Figure 1. Signal wires on met2 (run 1).
(4 px per micron)
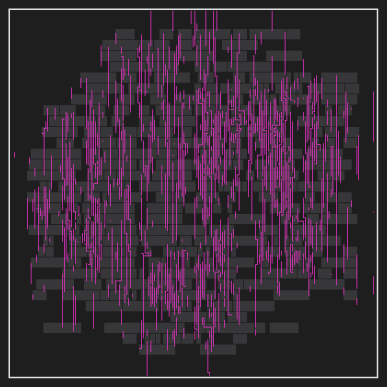
Figure 2. Congestion heat map (run 1).
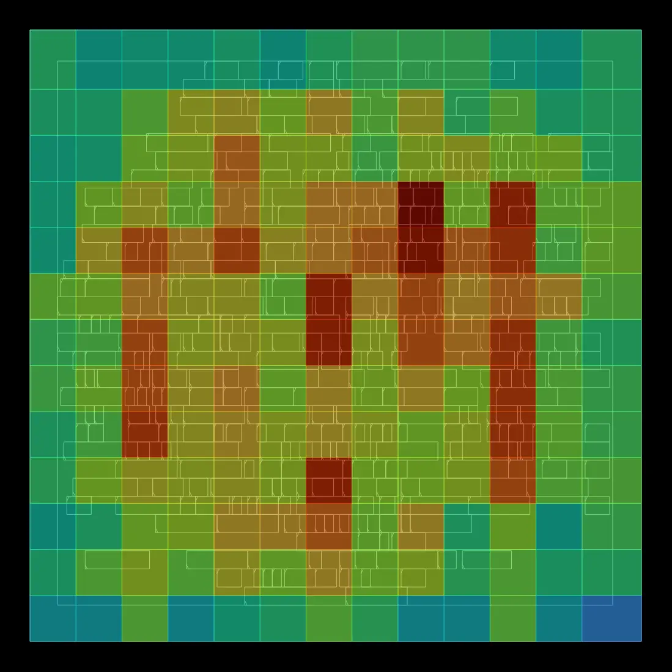
Figure 3. I/O pins on the die edge (run 1).
(4 px per micron) Pins as bars across the die edge, other pins in grey.
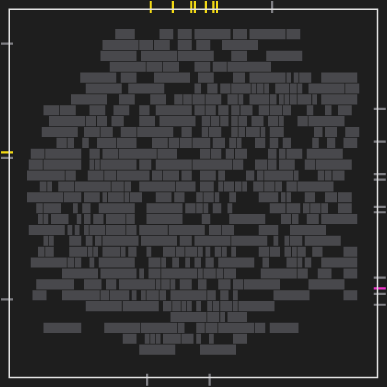
$ cat config.mk
export PLATFORM = sky130hd
export DESIGN_NAME = ps2_player_input_flat
export DESIGN_NICKNAME = d
export VERILOG_FILES = /design/src/rtl/ps2_player_input_if.sv /design/src/rtl/ps2_player_input.sv /design/src/flat_wrapper.sv
export SDC_FILE = /design/constraint.sdc
export NUM_CORES = 1
export LEC_CHECK = 0
export CAP_MARGIN = 5
export CORE_MARGIN = 4
export CORE_UTILIZATION = 53
export CTS_BUF_LIST = sky130_fd_sc_hd__clkbuf_4 sky130_fd_sc_hd__clkbuf_8
export CTS_CLUSTER_DIAMETER = 100
export DETAILED_ROUTE_END_ITERATION = 8
export PLACE_DENSITY = 0.81
export SKIP_LAST_GASP = 1
export SLEW_MARGIN = 20
export SYNTH_ARGS = -nofsm -noshare
export SYNTH_HDL_FRONTEND = slang
export SYNTH_SLANG_ARGS = --single-unit
$ cat constraint.sdc
create_clock -name clock -period 2.26 [get_ports clock]
set_input_delay 0.452 -clock clock [delete_from_list [all_inputs] [get_ports clock]]
set_output_delay 0.452 -clock clock [all_outputs]
set_load 0.05 [all_outputs]
$ cat src/rtl/ps2_player_input_if.sv
// Bundle of the raw PS/2 lines and the decoded player controls.
// slave is the decoder's view; master is the keyboard/game-side view.
interface ps2_player_input_if;
  logic       ps2_clk;
  logic       ps2_dat;
  logic       p1_bomb;
  logic       p1_xdir;
  logic       p1_xmov;
  logic       p1_ydir;
  logic       p1_ymov;
  logic       p2_bomb;
  logic       p2_xdir;
  logic       p2_xmov;
  logic       p2_ydir;
  logic       p2_ymov;
  logic [7:0] scan_byte;
  logic       byte_valid;
  logic       rx_error;

  modport master (
    output ps2_clk, ps2_dat,
    input  p1_bomb, p1_xdir, p1_xmov, p1_ydir, p1_ymov,
    input  p2_bomb, p2_xdir, p2_xmov, p2_ydir, p2_ymov,
    input  scan_byte, byte_valid, rx_error
  );

  modport slave (
    input  ps2_clk, ps2_dat,
    output p1_bomb, p1_xdir, p1_xmov, p1_ydir, p1_ymov,
    output p2_bomb, p2_xdir, p2_xmov, p2_ydir, p2_ymov,
    output scan_byte, byte_valid, rx_error
  );
endinterface

$ cat src/rtl/ps2_player_input.sv
// PS/2 scan-set-2 receiver that turns key make/break traffic into held-key
// movement levels and one-cycle bomb pulses for two players.
module ps2_player_input #(
  parameter int TIMEOUT_CYCLES = 50000,
  parameter int SYNC_STAGES    = 2
) (
  input logic               clock,
  input logic               reset,
  ps2_player_input_if.slave bus
);

  localparam int SS = (SYNC_STAGES < 2) ? 2 : SYNC_STAGES;
  localparam int TW = $clog2(TIMEOUT_CYCLES + 1);
  localparam logic [TW-1:0] TMO_LAST = TW'(TIMEOUT_CYCLES - 1);
  localparam logic [TW-1:0] TMO_ONE  = TW'(1);

  typedef enum logic [1:0] {IDLE, DATA, PARITY, STOP} state_e;

  typedef enum logic [3:0] {
    K_P1_UP, K_P1_DOWN, K_P1_LEFT, K_P1_RIGHT, K_P1_BOMB,
    K_P2_UP, K_P2_DOWN, K_P2_LEFT, K_P2_RIGHT, K_P2_BOMB
  } key_e;
  localparam int NUM_KEYS = 10;

  typedef struct packed {
    logic hit;
    key_e key;
  } key_lookup_t;

  function automatic key_lookup_t lookup(input logic ext, input logic [7:0] code);
    key_lookup_t r;
    r.hit = 1'b1;
    r.key = K_P1_UP;
    case ({ext, code})
      9'h01D:  r.key = K_P1_UP;
      9'h01B:  r.key = K_P1_DOWN;
      9'h01C:  r.key = K_P1_LEFT;
      9'h023:  r.key = K_P1_RIGHT;
      9'h029:  r.key = K_P1_BOMB;
      9'h175:  r.key = K_P2_UP;
      9'h172:  r.key = K_P2_DOWN;
      9'h16B:  r.key = K_P2_LEFT;
      9'h174:  r.key = K_P2_RIGHT;
      9'h05A:  r.key = K_P2_BOMB;
      default: r.hit = 1'b0;
    endcase
    return r;
  endfunction

  // ---------------------------------------------------------------- sync
  logic [SS-1:0] clk_sync, dat_sync;
  logic          clk_prev;
  logic          clk_s, dat_s, fall;

  always_ff @(posedge clock or posedge reset) begin
    if (reset) begin
      clk_sync <= '1;
      dat_sync <= '1;
      clk_prev <= 1'b1;
    end else begin
      // NOTE: clocked state uses <= so every flop samples pre-edge values;
      // blocking = here would collapse the synchroniser chain into one stage.
      clk_sync <= {clk_sync[SS-2:0], bus.ps2_clk};
      dat_sync <= {dat_sync[SS-2:0], bus.ps2_dat};
      clk_prev <= clk_s;
    end
  end

  assign clk_s = clk_sync[SS-1];
  assign dat_s = dat_sync[SS-1];
  assign fall  = clk_prev & ~clk_s;

  // ---------------------------------------------------------- frame FSM
  state_e        state, state_n;
  logic [2:0]    bit_cnt, bit_cnt_n;
  logic [7:0]    shift, shift_n;
  logic          par, par_n;
  logic [TW-1:0] tmo_cnt;
  logic          accept, bad, abort;

  always_ff @(posedge clock or posedge reset) begin
    if (reset) begin
      state   <= IDLE;
      bit_cnt <= '0;
      shift   <= '0;
      par     <= 1'b0;
      tmo_cnt <= '0;
    end else begin
      state   <= state_n;
      bit_cnt <= bit_cnt_n;
      shift   <= shift_n;
      par     <= par_n;
      tmo_cnt <= (fall || state == IDLE) ? '0 : tmo_cnt + TMO_ONE;
    end
  end

  always_comb begin
    // NOTE: every combinational output gets a default first, so no path
    // through the case leaves a signal unassigned and infers a latch.
    state_n   = state;
    bit_cnt_n = bit_cnt;
    shift_n   = shift;
    par_n     = par;
    accept    = 1'b0;
    bad       = 1'b0;
    abort     = 1'b0;

    if (fall) begin
      case (state)
        IDLE: begin
          if (!dat_s) begin
            state_n   = DATA;
            bit_cnt_n = '0;
          end
        end
        DATA: begin
          shift_n[bit_cnt] = dat_s;
          if (bit_cnt == 3'd7) state_n = PARITY;
          else                 bit_cnt_n = bit_cnt + 3'd1;
        end
        PARITY: begin
          par_n   = dat_s;
          state_n = STOP;
        end
        STOP: begin
          if (dat_s && ^{shift, par}) accept = 1'b1;
          else                        bad    = 1'b1;
          state_n = IDLE;
        end
        default: state_n = IDLE;
      endcase
    end else if (state != IDLE && tmo_cnt == TMO_LAST) begin
      state_n = IDLE;
      abort   = 1'b1;
    end
  end

  // Frame events are staged one cycle so decode and outputs land together.
  logic [7:0] rx_byte;
  logic       byte_ready, err_pend, clr_pend;

  always_ff @(posedge clock or posedge reset) begin
    if (reset) begin
      rx_byte    <= '0;
      byte_ready <= 1'b0;
      err_pend   <= 1'b0;
      clr_pend   <= 1'b0;
    end else begin
      if (accept) rx_byte <= shift;
      byte_ready <= accept;
      err_pend   <= bad;
      clr_pend   <= bad | abort;
    end
  end

  // -------------------------------------------------------------- decode
  logic [NUM_KEYS-1:0] held, held_n;
  logic                brk, brk_n, ext, ext_n;
  logic                bomb1_n, bomb2_n;
  key_lookup_t         lk;

  always_comb begin
    held_n  = held;
    brk_n   = brk;
    ext_n   = ext;
    bomb1_n = 1'b0;
    bomb2_n = 1'b0;
    lk      = lookup(ext, rx_byte);

    if (clr_pend) begin
      brk_n = 1'b0;
      ext_n = 1'b0;
    end else if (byte_ready) begin
      if (rx_byte == 8'hF0) begin
        brk_n = 1'b1;
      end else if (rx_byte == 8'hE0) begin
        ext_n = 1'b1;
      end else begin
        if (lk.hit) begin
          held_n[lk.key] = !brk;
          // Only a fresh make fires a bomb; typematic repeats find it held.
          if (!brk && !held[lk.key]) begin
            bomb1_n = (lk.key == K_P1_BOMB);
            bomb2_n = (lk.key == K_P2_BOMB);
          end
        end
        brk_n = 1'b0;
        ext_n = 1'b0;
      end
    end
  end

  always_ff @(posedge clock or posedge reset) begin
    if (reset) begin
      held           <= '0;
      brk            <= 1'b0;
      ext            <= 1'b0;
      bus.p1_bomb    <= 1'b0;
      bus.p1_xdir    <= 1'b0;
      bus.p1_xmov    <= 1'b0;
      bus.p1_ydir    <= 1'b0;
      bus.p1_ymov    <= 1'b0;
      bus.p2_bomb    <= 1'b0;
      bus.p2_xdir    <= 1'b0;
      bus.p2_xmov    <= 1'b0;
      bus.p2_ydir    <= 1'b0;
      bus.p2_ymov    <= 1'b0;
      bus.scan_byte  <= '0;
      bus.byte_valid <= 1'b0;
      bus.rx_error   <= 1'b0;
    end else begin
      held           <= held_n;
      brk            <= brk_n;
      ext            <= ext_n;
      bus.p1_bomb    <= bomb1_n;
      bus.p1_xdir    <= held_n[K_P1_RIGHT];
      bus.p1_xmov    <= held_n[K_P1_LEFT] ^ held_n[K_P1_RIGHT];
      bus.p1_ydir    <= held_n[K_P1_DOWN];
      bus.p1_ymov    <= held_n[K_P1_UP] ^ held_n[K_P1_DOWN];
      bus.p2_bomb    <= bomb2_n;
      bus.p2_xdir    <= held_n[K_P2_RIGHT];
      bus.p2_xmov    <= held_n[K_P2_LEFT] ^ held_n[K_P2_RIGHT];
      bus.p2_ydir    <= held_n[K_P2_DOWN];
      bus.p2_ymov    <= held_n[K_P2_UP] ^ held_n[K_P2_DOWN];
      if (byte_ready) bus.scan_byte <= rx_byte;
      bus.byte_valid <= byte_ready;
      bus.rx_error   <= err_pend;
    end
  end

endmodule

$ cat src/flat_wrapper.sv
// flat-port wrapper written by rule: the top's interface ports become plain ports
module ps2_player_input_flat 
#(
  parameter int TIMEOUT_CYCLES = 50000,
  parameter int SYNC_STAGES    = 2
)
  (clock, reset, bus_ps2_clk, bus_ps2_dat, bus_p1_bomb, bus_p1_xdir, bus_p1_xmov, bus_p1_ydir, bus_p1_ymov, bus_p2_bomb, bus_p2_xdir, bus_p2_xmov, bus_p2_ydir, bus_p2_ymov, bus_scan_byte, bus_byte_valid, bus_rx_error);
  ps2_player_input_if bus_i ();
  input logic clock;
  input logic reset;
  input wire logic [$bits(bus_i.ps2_clk)-1:0] bus_ps2_clk;
  input wire logic [$bits(bus_i.ps2_dat)-1:0] bus_ps2_dat;
  output wire logic [$bits(bus_i.p1_bomb)-1:0] bus_p1_bomb;
  output wire logic [$bits(bus_i.p1_xdir)-1:0] bus_p1_xdir;
  output wire logic [$bits(bus_i.p1_xmov)-1:0] bus_p1_xmov;
  output wire logic [$bits(bus_i.p1_ydir)-1:0] bus_p1_ydir;
  output wire logic [$bits(bus_i.p1_ymov)-1:0] bus_p1_ymov;
  output wire logic [$bits(bus_i.p2_bomb)-1:0] bus_p2_bomb;
  output wire logic [$bits(bus_i.p2_xdir)-1:0] bus_p2_xdir;
  output wire logic [$bits(bus_i.p2_xmov)-1:0] bus_p2_xmov;
  output wire logic [$bits(bus_i.p2_ydir)-1:0] bus_p2_ydir;
  output wire logic [$bits(bus_i.p2_ymov)-1:0] bus_p2_ymov;
  output wire logic [$bits(bus_i.scan_byte)-1:0] bus_scan_byte;
  output wire logic [$bits(bus_i.byte_valid)-1:0] bus_byte_valid;
  output wire logic [$bits(bus_i.rx_error)-1:0] bus_rx_error;
  assign bus_i.ps2_clk = bus_ps2_clk;
  assign bus_i.ps2_dat = bus_ps2_dat;
  assign bus_p1_bomb = bus_i.p1_bomb;
  assign bus_p1_xdir = bus_i.p1_xdir;
  assign bus_p1_xmov = bus_i.p1_xmov;
  assign bus_p1_ydir = bus_i.p1_ydir;
  assign bus_p1_ymov = bus_i.p1_ymov;
  assign bus_p2_bomb = bus_i.p2_bomb;
  assign bus_p2_xdir = bus_i.p2_xdir;
  assign bus_p2_xmov = bus_i.p2_xmov;
  assign bus_p2_ydir = bus_i.p2_ydir;
  assign bus_p2_ymov = bus_i.p2_ymov;
  assign bus_scan_byte = bus_i.scan_byte;
  assign bus_byte_valid = bus_i.byte_valid;
  assign bus_rx_error = bus_i.rx_error;
  ps2_player_input #(.TIMEOUT_CYCLES(TIMEOUT_CYCLES), .SYNC_STAGES(SYNC_STAGES)) u_core (.clock(clock), .reset(reset), .bus(bus_i));
endmodule
==> impl_metrics.py, run 1 <==
# Flow results
metrics = {
    "synth": {
        "synth_cell_types": 58,
        "synth_area_sq_mm": 0.00371,
        "yosys_cells": 347,
        "synth_top_cell_by_area": "dfrtp_1",
        "syn_area_per_cell_sq_um": 10.7,
        "top_cell_area_share": 0.465,
    },
    "pwr": {
        "power.total_mw": 2.85,
        "leakage_nw": 1.91,
        "seq_power_mw": 1.45,
        "p_comb_frac": 0.107,
        "p_seq_frac": 0.508,
    },
    "final_timing": {
        "fin_hold_ws_ps": 356,
        "setup_violations": 1,
        "layout_min_cycle_time_ps": 2260,
        "setup_ws_ps": -0.0746,
    },
    "cells_and_area": {
        "layout_top_cells": "dfrtp_1, nand2_1, mux2_2, nor2_1, clkdlybuf4s50_1",
        "largest_register_ff_count": 16,
        "stdcell_count": 486,
    },
    "run_status": {
        "violations": "negative setup slack",
        "status": "finished, violations left",
    },
    "detailed_routing": {
        "first_iter_violations": 139,
        "postRouteAntennaNets": 0,
    },
    "critical_path": {
        "crit_chain": "or4b_4, or3_1, and2_1, o221a_1, o32a_1",
        "cp_max_fo": 8,
        "cp_data_arrival_time_ps": 2490,
        "critical_path_class": "flop to flop",
        "cpPeakStageDelay_ps": 560,
    },
    "floorplanning": {
        "core_sq_mm": 0.00679,
        "dieArea_sq_mm": 0.00841,
    },
    "cts": {
        "root_buffer": "clkbuf_8",
        "post_cts_buffers": 0,
        "numCtsBuffers": 9,
    },
    "min_path": {
        "holdPathStages": 0,
        "worst_hold_path.endpoint": "u_core.bus.rx_error",
    },
    "flow_run": {
        "maxCapViolCount": 0,
    },
    "grt": {
        "grt_max_degree": 75,
    },
    "placement": {
        "placed_area_sq_mm": 0.00416,
    },
}
Notes on Figure 1 above:
share of all routed wire = 51%
nets with wire on the layer = 346
main direction = vertical
longest straight run = 52.4 microns
total number of vias: 2701
WL final: 7340 microns
met2 usage: 0.313

Notes on Figure 2 above:
final core occ: 0.646
gr usage total: 0.188
most used routing layer: met2
grt met3 use: 0.0402
drt wl/cell: 15.1 microns

Notes on Figure 3 above:
yellow -> `bus_scan_byte`  # pins 8, direction output, edge 7 north, 1 west
magenta -> `bus_p2_ydir`  # pins 1, direction output, edge east
all pins by edge = 10 east, 8 north, 4 west, 2 south
IO buf count: 23
width of the die: 91.7 microns
Die Ht: 91.7 microns

[run 1: worst max-delay path by stage]
stage / startpoint / to / slack [ps] / cells past startpoint
global route: u_core.rx_byte[7] / u_core.bus.p2_ymov / -70 / 5
finish: u_core.rx_byte[7] / u_core.bus.p2_ymov / -0.07 / 5
CTS: u_core.rx_byte[7] / u_core.bus.p2_ymov / 9 / 5
floorplan: u_core.ext / u_core.bus.p2_ymov / 50 / 7
detailed placement: u_core.rx_byte[7] / u_core.bus.p2_ymov / 5 / 5
global placement: u_core.rx_byte[7] / u_core.bus.p2_ymov / 70 / 5
[run 1: metal layers]
layer	wire, microns	share of wire	track usage
met1	3260	0.44	0.237
met2	3720	0.51	0.313
met3	231	0.031	0.0402
met4	121	0.016	0.0804
met5	0	0	0
## Run 2: what changed since run 1
--- a/config.mk
+++ b/config.mk
@@ -12,7 +12,6 @@
 export CTS_CLUSTER_DIAMETER = 100
 export DETAILED_ROUTE_END_ITERATION = 8
 export PLACE_DENSITY = 0.81
-export SKIP_LAST_GASP = 1
 export SLEW_MARGIN = 20
 export SYNTH_ARGS = -nofsm -noshare
 export SYNTH_HDL_FRONTEND = slang
==> constraint.sdc (replaced) <==
create_clock -name clock -period 1.8 [get_ports clock]
set_input_delay 0.36 -clock clock [delete_from_list [all_inputs] [get_ports clock]]
set_output_delay 0.36 -clock clock [all_outputs]
set_load 0.05 [all_outputs]
==> run 2 against run 1 <==
  * The run still ends with negative setup slack left
  * Power is 32% higher
  * Synthesized area stayed put
  * Combinational power is 73% higher
  * Routed wire length is 23% higher
  * Global-route usage is 2.2 points higher
  * Clock skew is 9.1 ps higher
  * Utilization is 9.2 points higher
  * Clock power is 29% higher
  * First-iteration DRC count is 19% lower
==> impl_metrics.py, run 2 <==
# Flow results
metrics = {
    "min_path": {
        "worst_hold_path.endpoint": "u_core.bus.rx_error",
        "holdPathStages": 0,
    },
    "critical_path": {
        "crit_chain": "or4b_4, or3_4, and2_4, o221a_1, o32a_1",
        "cp_max_fo": 4,
        "cpPeakStageDelay_ps": 550,
    },
    "cells_and_area": {
        "finish.utilization": 0.738,
        "stdcell_count": 535,
    },
    "detailed_routing": {
        "wire_per_inst_microns": 16.9,
        "top_layer": "met4",
    },
    "grt": {
        "grt.total_usage": 0.209,
        "grt_max_degree": 75,
        "grtUsageMet1": 0.265,
        "top_usage_layer": "met2",
        "grt_util_met3": 0.0509,
    },
    "cts": {
        "post_cts_buffers": 12,
        "numCtsBuffers": 9,
    },
    "run_status": {
        "violations": "negative setup slack",
        "status": "finished, violations left",
    },
    "synth": {
        "top_cell_area_share": 0.465,
        "yosys_cells": 347,
        "syn_area_per_cell_sq_um": 10.7,
    },
    "final_timing": {
        "setup_ws_ps": -372,
        "setup_violations": 22,
    },
    "placement": {
        "port_buffers": 23,
    },
    "flow_run": {
        "maxCapViolCount": 0,
    },
}
[run 2: where the power goes]
part           internal [mW]  total, mW  switching (mW)
Clock                  0.808       1.42           0.608
Sequential              1.74       1.82          0.0821
Combinational          0.262      0.526           0.264
[run 2: kinds of logic (layout without fill, tap and decap cells)]
group           Yosys count  count (layout)  synth area share
fa+ha+maj                 7               7            0.0236
simple gates            129             130             0.190
xor+xnor                 27              27            0.0674
mux                      27              27            0.0815
flops                    74              74             0.500
compound gates           53              54            0.0997
buf+inv                  30             120            0.0377
[run 2: final cells by class]
class	count	area [sq um]
multi-input combinational	245	1980
sequential	74	1860
fill	425	1780
timing repair buffer	92	785
clock buffer	10	138
tap	96	120
clock inverter	6	80.1
inverter	12	48.8
Figure 4. Wire density map (run 2).
(4 px per micron) 18 x 18 tiles, from dark blue (low) to red (high), scaled to the fullest tile. Values are wire area over tile area, all layers added.
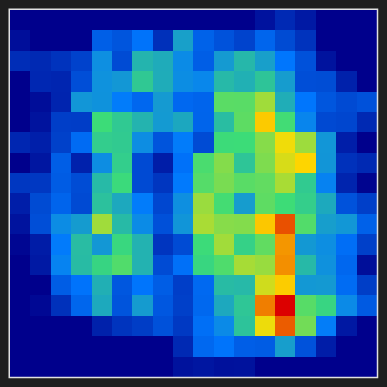
densest ninth of the die = east
nearly empty tiles = 20%
emptiest ninth of the die = south-west
tiles over half the peak = 14%
fullest tile = 0.69

Figure 5. Signal wires on met2 (run 2).
(4 px per micron)
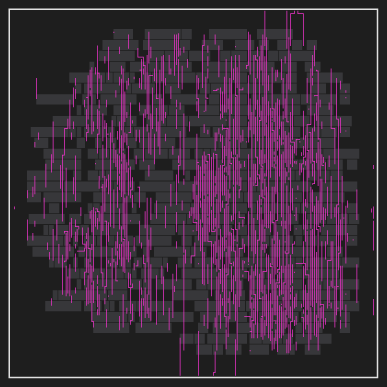
wire length on this layer = 4530 microns
nets with wire on the layer = 409
main direction = vertical
longest straight run = 34.7 microns
total number of vias: 3042
met2 usage: 0.341
WL final: 9060 microns

Power and IR drop assume default switching activity.
